==> config.mk <==
export PLATFORM = sky130hd
export DESIGN_NAME = cpu_trace_emitter_flat
export DESIGN_NICKNAME = d
export VERILOG_FILES = /design/src/rtl/cpu_trace_emitter_if.sv /design/src/rtl/cpu_trace_emitter.sv /design/src/flat_wrapper.sv
export SDC_FILE = /design/constraint.sdc
export NUM_CORES = 1
export LEC_CHECK = 0
export ABC_AREA = 1
export ABC_CLOCK_PERIOD_IN_PS = 7230
export CORE_MARGIN = 2
export CORE_UTILIZATION = 45
export CTS_CLUSTER_SIZE = 28
export DETAILED_ROUTE_END_ITERATION = 16
export HOLD_SLACK_MARGIN = 0.08
export PLACE_DENSITY = 0.66
export SYNTH_ARGS = -nofsm -noshare
export SYNTH_HDL_FRONTEND = slang
export SYNTH_SLANG_ARGS = --single-unit
==> constraint.sdc <==
create_clock -name clk -period 7.23 [get_ports clk]
set_input_delay 1.0845 -clock clk [delete_from_list [all_inputs] [get_ports clk]]
set_output_delay 1.0845 -clock clk [all_outputs]
set_load 0.03 [all_outputs]
==> src/rtl/cpu_trace_emitter_if.sv <==
// Trace record input and character output bundle for cpu_trace_emitter.
// master = record producer / character sink side, slave = the emitter.
interface cpu_trace_emitter_if;
  // Both handshakes: a transfer happens on a rising clock edge where valid && ready are both 1;
  // the sender holds valid and its payload stable until that edge, and ready may change freely.
  logic        in_valid;
  logic        in_ready;
  logic        in_kind;
  logic [13:0] in_time;
  logic [31:0] in_pc;
  logic [4:0]  in_reg;
  logic [31:0] in_addr;
  logic [31:0] in_data;
  logic [7:0]  char;
  logic        char_valid;
  logic        char_ready;
  logic        time_ovf;

  modport master (
    output in_valid, in_kind, in_time, in_pc, in_reg, in_addr, in_data, char_ready,
    input  in_ready, char, char_valid, time_ovf
  );

  modport slave (
    input  in_valid, in_kind, in_time, in_pc, in_reg, in_addr, in_data, char_ready,
    output in_ready, char, char_valid, time_ovf
  );
endinterface

==> src/rtl/cpu_trace_emitter.sv <==
// Serialises register/memory write trace records into an ASCII character stream,
// one character per transfer: ^T@PPPPPPPP:$R<=DDDDDDDD#  or  ^T@PPPPPPPP:*AAAAAAAA<=DDDDDDDD#
module cpu_trace_emitter (
  input  logic                      clk,
  input  logic                      reset,
  cpu_trace_emitter_if.slave        bus,
  output logic [3:0]                state_dbg
);

  typedef enum logic [3:0] {
    IDLE  = 4'd0,
    CARET = 4'd1,
    TIME  = 4'd2,
    AT    = 4'd3,
    PC    = 4'd4,
    COLON = 4'd5,
    TAG   = 4'd6,
    INDEX = 4'd7,
    LT    = 4'd8,
    EQ    = 4'd9,
    DATA  = 4'd10,
    HASH  = 4'd11
  } state_t;

  state_t      state;
  logic [7:0]  char_q;
  logic        char_valid_q;
  logic        in_ready_q;
  logic        time_ovf_q;
  logic [2:0]  cnt;

  logic        kind_q;
  logic [15:0] t_bcd_q;
  logic [1:0]  t_first_q;
  logic [7:0]  r_bcd_q;
  logic [31:0] pc_q;
  logic [31:0] addr_q;
  logic [31:0] data_q;

  logic        xfer;
  logic        accept;
  logic [13:0] t_sat;
  logic [15:0] t_bcd;
  logic [7:0]  r_bcd;
  logic [1:0]  t_first;

  function automatic logic [7:0] dec_char(input logic [3:0] d);
    return {4'h3, d};
  endfunction

  function automatic logic [7:0] hex_char(input logic [3:0] d);
    return (d < 4'd10) ? {4'h3, d} : (8'h57 + {4'h0, d});
  endfunction

  // idx 0 selects the most significant nibble
  function automatic logic [3:0] nib32(input logic [31:0] v, input logic [2:0] idx);
    return v[{~idx, 2'b00} +: 4];
  endfunction

  function automatic logic [3:0] nib16(input logic [15:0] v, input logic [1:0] idx);
    return v[{~idx, 2'b00} +: 4];
  endfunction

  assign xfer   = char_valid_q && bus.char_ready;
  assign accept = bus.in_valid && in_ready_q;

  // Decimal digits are prepared once at acceptance (double dabble) so emission only indexes them.
  always_comb begin
    t_sat = (bus.in_time > 14'd9999) ? 14'd9999 : bus.in_time;
    t_bcd = 16'h0000;
    for (int i = 13; i >= 0; i--) begin
      for (int j = 0; j < 4; j++) begin
        if (t_bcd[4*j +: 4] > 4'd4) t_bcd[4*j +: 4] = t_bcd[4*j +: 4] + 4'd3;
      end
      t_bcd = {t_bcd[14:0], t_sat[i]};
    end
    r_bcd = 8'h00;
    for (int i = 4; i >= 0; i--) begin
      for (int j = 0; j < 2; j++) begin
        if (r_bcd[4*j +: 4] > 4'd4) r_bcd[4*j +: 4] = r_bcd[4*j +: 4] + 4'd3;
      end
      r_bcd = {r_bcd[6:0], bus.in_reg[i]};
    end
    if (t_bcd[15:12] != 4'd0)     t_first = 2'd0;
    else if (t_bcd[11:8] != 4'd0) t_first = 2'd1;
    else if (t_bcd[7:4] != 4'd0)  t_first = 2'd2;
    else                          t_first = 2'd3;
  end

  always_ff @(posedge clk or negedge reset) begin
    if (!reset) begin
      state        <= IDLE;
      char_q       <= 8'h00;
      char_valid_q <= 1'b0;
      in_ready_q   <= 1'b0;
      time_ovf_q   <= 1'b0;
      cnt          <= 3'd0;
      kind_q       <= 1'b0;
      t_bcd_q      <= 16'h0000;
      t_first_q    <= 2'd0;
      r_bcd_q      <= 8'h00;
      pc_q         <= 32'h0;
      addr_q       <= 32'h0;
      data_q       <= 32'h0;
    end else begin
      case (state)
        IDLE: begin
          if (accept) begin
            kind_q       <= bus.in_kind;
            t_bcd_q      <= t_bcd;
            t_first_q    <= t_first;
            r_bcd_q      <= r_bcd;
            pc_q         <= bus.in_pc;
            addr_q       <= bus.in_addr;
            data_q       <= bus.in_data;
            if (bus.in_time > 14'd9999) time_ovf_q <= 1'b1;
            state        <= CARET;
            char_q       <= 8'h5e;
            char_valid_q <= 1'b1;
            in_ready_q   <= 1'b0;
          end else begin
            in_ready_q   <= 1'b1;
          end
        end
        CARET: if (xfer) begin
          state  <= TIME;
          cnt    <= {1'b0, t_first_q};
          char_q <= dec_char(nib16(t_bcd_q, t_first_q));
        end
        TIME: if (xfer) begin
          if (cnt[1:0] == 2'd3) begin
            state  <= AT;
            char_q <= 8'h40;
          end else begin
            cnt    <= cnt + 3'd1;
            char_q <= dec_char(nib16(t_bcd_q, cnt[1:0] + 2'd1));
          end
        end
        AT: if (xfer) begin
          state  <= PC;
          cnt    <= 3'd0;
          char_q <= hex_char(pc_q[31:28]);
        end
        PC: if (xfer) begin
          if (cnt == 3'd7) begin
            state  <= COLON;
            char_q <= 8'h3a;
          end else begin
            cnt    <= cnt + 3'd1;
            char_q <= hex_char(nib32(pc_q, cnt + 3'd1));
          end
        end
        COLON: if (xfer) begin
          state  <= TAG;
          char_q <= kind_q ? 8'h2a : 8'h24;
        end
        TAG: if (xfer) begin
          state <= INDEX;
          if (kind_q) begin
            cnt    <= 3'd0;
            char_q <= hex_char(addr_q[31:28]);
          end else if (r_bcd_q[7:4] != 4'd0) begin
            cnt    <= 3'd0;
            char_q <= dec_char(r_bcd_q[7:4]);
          end else begin
            cnt    <= 3'd1;
            char_q <= dec_char(r_bcd_q[3:0]);
          end
        end
        // Register index ends at cnt 1 (ones digit); address index ends at cnt 7.
        INDEX: if (xfer) begin
          if ((kind_q && cnt == 3'd7) || (!kind_q && cnt == 3'd1)) begin
            state  <= LT;
            char_q <= 8'h3c;
          end else if (kind_q) begin
            cnt    <= cnt + 3'd1;
            char_q <= hex_char(nib32(addr_q, cnt + 3'd1));
          end else begin
            cnt    <= 3'd1;
            char_q <= dec_char(r_bcd_q[3:0]);
          end
        end
        LT: if (xfer) begin
          state  <= EQ;
          char_q <= 8'h3d;
        end
        EQ: if (xfer) begin
          state  <= DATA;
          cnt    <= 3'd0;
          char_q <= hex_char(data_q[31:28]);
        end
        DATA: if (xfer) begin
          if (cnt == 3'd7) begin
            state  <= HASH;
            char_q <= 8'h23;
          end else begin
            cnt    <= cnt + 3'd1;
            char_q <= hex_char(nib32(data_q, cnt + 3'd1));
          end
        end
        HASH: if (xfer) begin
          state        <= IDLE;
          char_q       <= 8'h00;
          char_valid_q <= 1'b0;
          in_ready_q   <= 1'b1;
        end
        default: begin
          state        <= IDLE;
          char_q       <= 8'h00;
          char_valid_q <= 1'b0;
          in_ready_q   <= 1'b0;
        end
      endcase
    end
  end

  assign bus.char       = char_q;
  assign bus.char_valid = char_valid_q;
  assign bus.in_ready   = in_ready_q;
  assign bus.time_ovf   = time_ovf_q;
  assign state_dbg      = state;

endmodule

==> src/flat_wrapper.sv <==
// flat-port wrapper written by rule: the top's interface ports become plain ports
module cpu_trace_emitter_flat 
  (clk, reset, state_dbg, bus_in_valid, bus_in_kind, bus_in_time, bus_in_pc, bus_in_reg, bus_in_addr, bus_in_data, bus_char_ready, bus_in_ready, bus_char, bus_char_valid, bus_time_ovf);
  cpu_trace_emitter_if bus_i ();
  input  logic clk;
  input  logic reset;
  output logic [3:0] state_dbg;
  input wire logic [$bits(bus_i.in_valid)-1:0] bus_in_valid;
  input wire logic [$bits(bus_i.in_kind)-1:0] bus_in_kind;
  input wire logic [$bits(bus_i.in_time)-1:0] bus_in_time;
  input wire logic [$bits(bus_i.in_pc)-1:0] bus_in_pc;
  input wire logic [$bits(bus_i.in_reg)-1:0] bus_in_reg;
  input wire logic [$bits(bus_i.in_addr)-1:0] bus_in_addr;
  input wire logic [$bits(bus_i.in_data)-1:0] bus_in_data;
  input wire logic [$bits(bus_i.char_ready)-1:0] bus_char_ready;
  output wire logic [$bits(bus_i.in_ready)-1:0] bus_in_ready;
  output wire logic [$bits(bus_i.char)-1:0] bus_char;
  output wire logic [$bits(bus_i.char_valid)-1:0] bus_char_valid;
  output wire logic [$bits(bus_i.time_ovf)-1:0] bus_time_ovf;
  assign bus_i.in_valid = bus_in_valid;
  assign bus_i.in_kind = bus_in_kind;
  assign bus_i.in_time = bus_in_time;
  assign bus_i.in_pc = bus_in_pc;
  assign bus_i.in_reg = bus_in_reg;
  assign bus_i.in_addr = bus_in_addr;
  assign bus_i.in_data = bus_in_data;
  assign bus_i.char_ready = bus_char_ready;
  assign bus_in_ready = bus_i.in_ready;
  assign bus_char = bus_i.char;
  assign bus_char_valid = bus_i.char_valid;
  assign bus_time_ovf = bus_i.time_ovf;
  cpu_trace_emitter u_core (.clk(clk), .reset(reset), .bus(bus_i), .state_dbg(state_dbg));
endmodule
==> GITHUB_STEP_SUMMARY <==
### Flow metrics

| Metric | Value |
|---|---|
| Drt wl/cell | `14.0 µm` |
| Max-cap violation count | `0` |
| Compound-Gate Fraction of Synth Area | `17.0%` |
| Post-layout worst setup margin | `-0.246 ns` |
| Biggest regs | `u_core.addr_q: 32 flops, u_core.data_q: 32 flops, u_core.pc_q: 32 flops` |
| RSZ-0062 raised after global routing | `true` |
| Pre-Repair DR Iteration Count | `5` |
| F_max | `134 MHz` |
| Ys Warns | `0` |
| PortBufs | `133` |
| I/O pin cnt | `135` |
| Post-DR vias/cell | `5.08` |
| Routed met2 length | `17.7 mm` |
| Initial DRC Count | `766` |
| Post-Synth Adder-Cell Area | `4.81%` |
| Met1 usage | `30.2%` |
| DRT antenna net count | `0` |
| RD Place Congestion | `0.943` |
| Overall die height | `164 µm` |
| Final Hold Vio Count | `0` |
| Reg2reg path depth | `17` |
| Placed instance count | `2,373` |
| Min-Delay Endpoint | `u_core.addr_q[16]` |
| CP Launch Type | `input port` |
| Tool warnings | `47` |
| Hold_ws | `0.468 ns` |
| R2R Path Start | `u_core.cnt[1]` |
| Site Rows | `58` |
| Crit path depth | `72` |
| Worst reg-to-reg setup slack | `3.27 ns` |
| Failing checks | `negative setup slack` |
| XOR-XNOR Cells, Area Fraction | `0.983%` |
| GRT Overall Usage | `25.3%` |
| First-pass GRT wire length | `54.8 mm` |
| Critical path class | `in2reg` |
| Status | `finished with violations` |
| Yosys chip area | `0.0115 mm²` |
| Mapped Avg Cell Area | `6.48 µm²` |
| Simple-Gate Area Share | `37.3%` |
| CTS tree | `yes` |
| Worst Hold Depth | `2` |
| Register share after synthesis | `30.2%` |
| Worst slew margin | `33.1%` |
| CP dominant cell by count | `nand2_1` |
| Vias in the first global route | `11,700` |
| Commonest flop | `dfrtp_1` |
| Clock skew | `0.0111 ns` |
| Fin. max-slew vios | `0` |
| Crit-path slowest cell | `clkdlybuf4s15_1` |
| Die area | `0.0267 mm²` |
| Gr ovfl total | `0` |
| Final setup fails | `12` |
| Met1 WL | `14.4 mm` |
| Largest area contributor in the netlist | `dfrtp_1` |
| HP Class | `reg2reg` |
| CP top delay family | `simple AND/OR/NAND/NOR gates` |
| Commonest cells post-synth | `568 x nand2_1, 216 x inv_1, 194 x o21ai_0` |
| Fillers | `2,340` |
| R2r endpoint | `u_core.bus.char[0]` |
| Pre-CTS WS | `-1.29 ns` |
| Crit path to | `u_core.t_first_q[0]` |
| Most used routing layer | `met2` |
[tightest hold or removal path, cell delays in order (launching register included)]
cell and delay [ns]:
dfrtp_1 0.34, nand2_1 0.05, nand2_1 0.05
[cell type report]
class                   count  area, µm²  area share, %
clock buffers              18        429           2.73
clock inverters            14        126          0.803
inverters                 241        922           5.86
multi-input cells        1341       7420           47.2
flip-flops and latches    138       3450           21.9
well taps                 330        413           2.62
repair buffers            351       2970           18.9
[repair_timing]
item                       CTS  global route
pin swaps                   50            60
gates resized               79            54
setup endpoints to repair   17            17
buffers inserted            23             6
**Metal 3**

Drawn at 3 px/µm. Cells faint in the background.
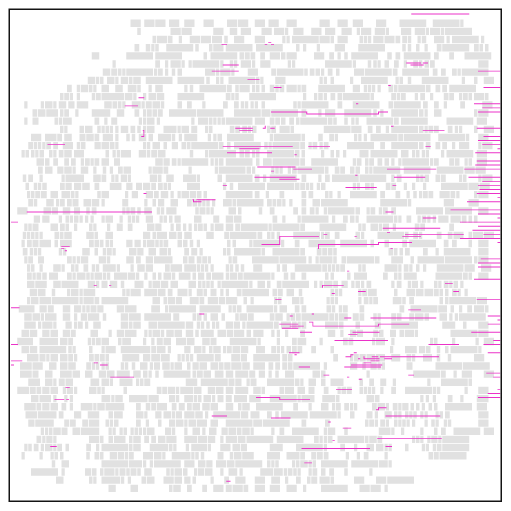
The wires run mostly horizontal. The layer carries 1,070 µm of wire. The longest straight run is 41.4 µm.
met3 GRT Util: 2.62%
DRT Wirelength: 34.2 mm

**Clock routing**

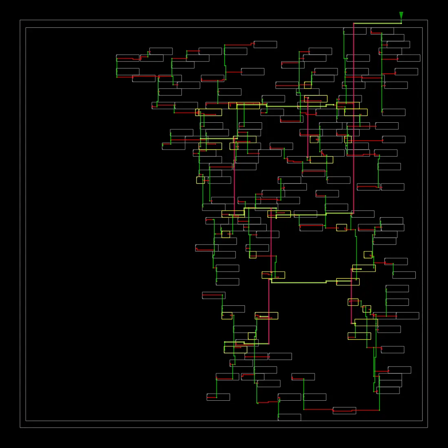
Insertion Delay late pin: 0.43 ns
cts bufs inserted: 17
FFs & Latches: 138

**Metal 4**

Drawn at 2 px/µm. Supply wires on this layer in grey. Cells faint in the background.
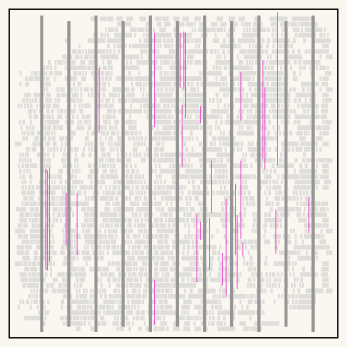
25 nets have wire on it. The layer holds 2.8% of the routed length. The longest straight run is 76.2 µm.

**Layout detail**

Region (98, 98) to (148, 148) µm. Cells in grey, sequential cells in the stronger grey; small squares are vias.
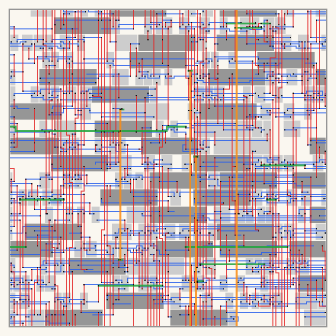
Orange marks metal 4. Blue marks metal 1. Green marks metal 3. Red marks metal 2.
Most frequent: nand2_1 (68), o21ai_0 (45), dfrtp_1 (31). Netlist names of flops here include u_core.data_q (14), u_core.pc_q (13), u_core.addr_q (4). Sequential cells in the window: 31. 199 logic cells have their middle in the window.

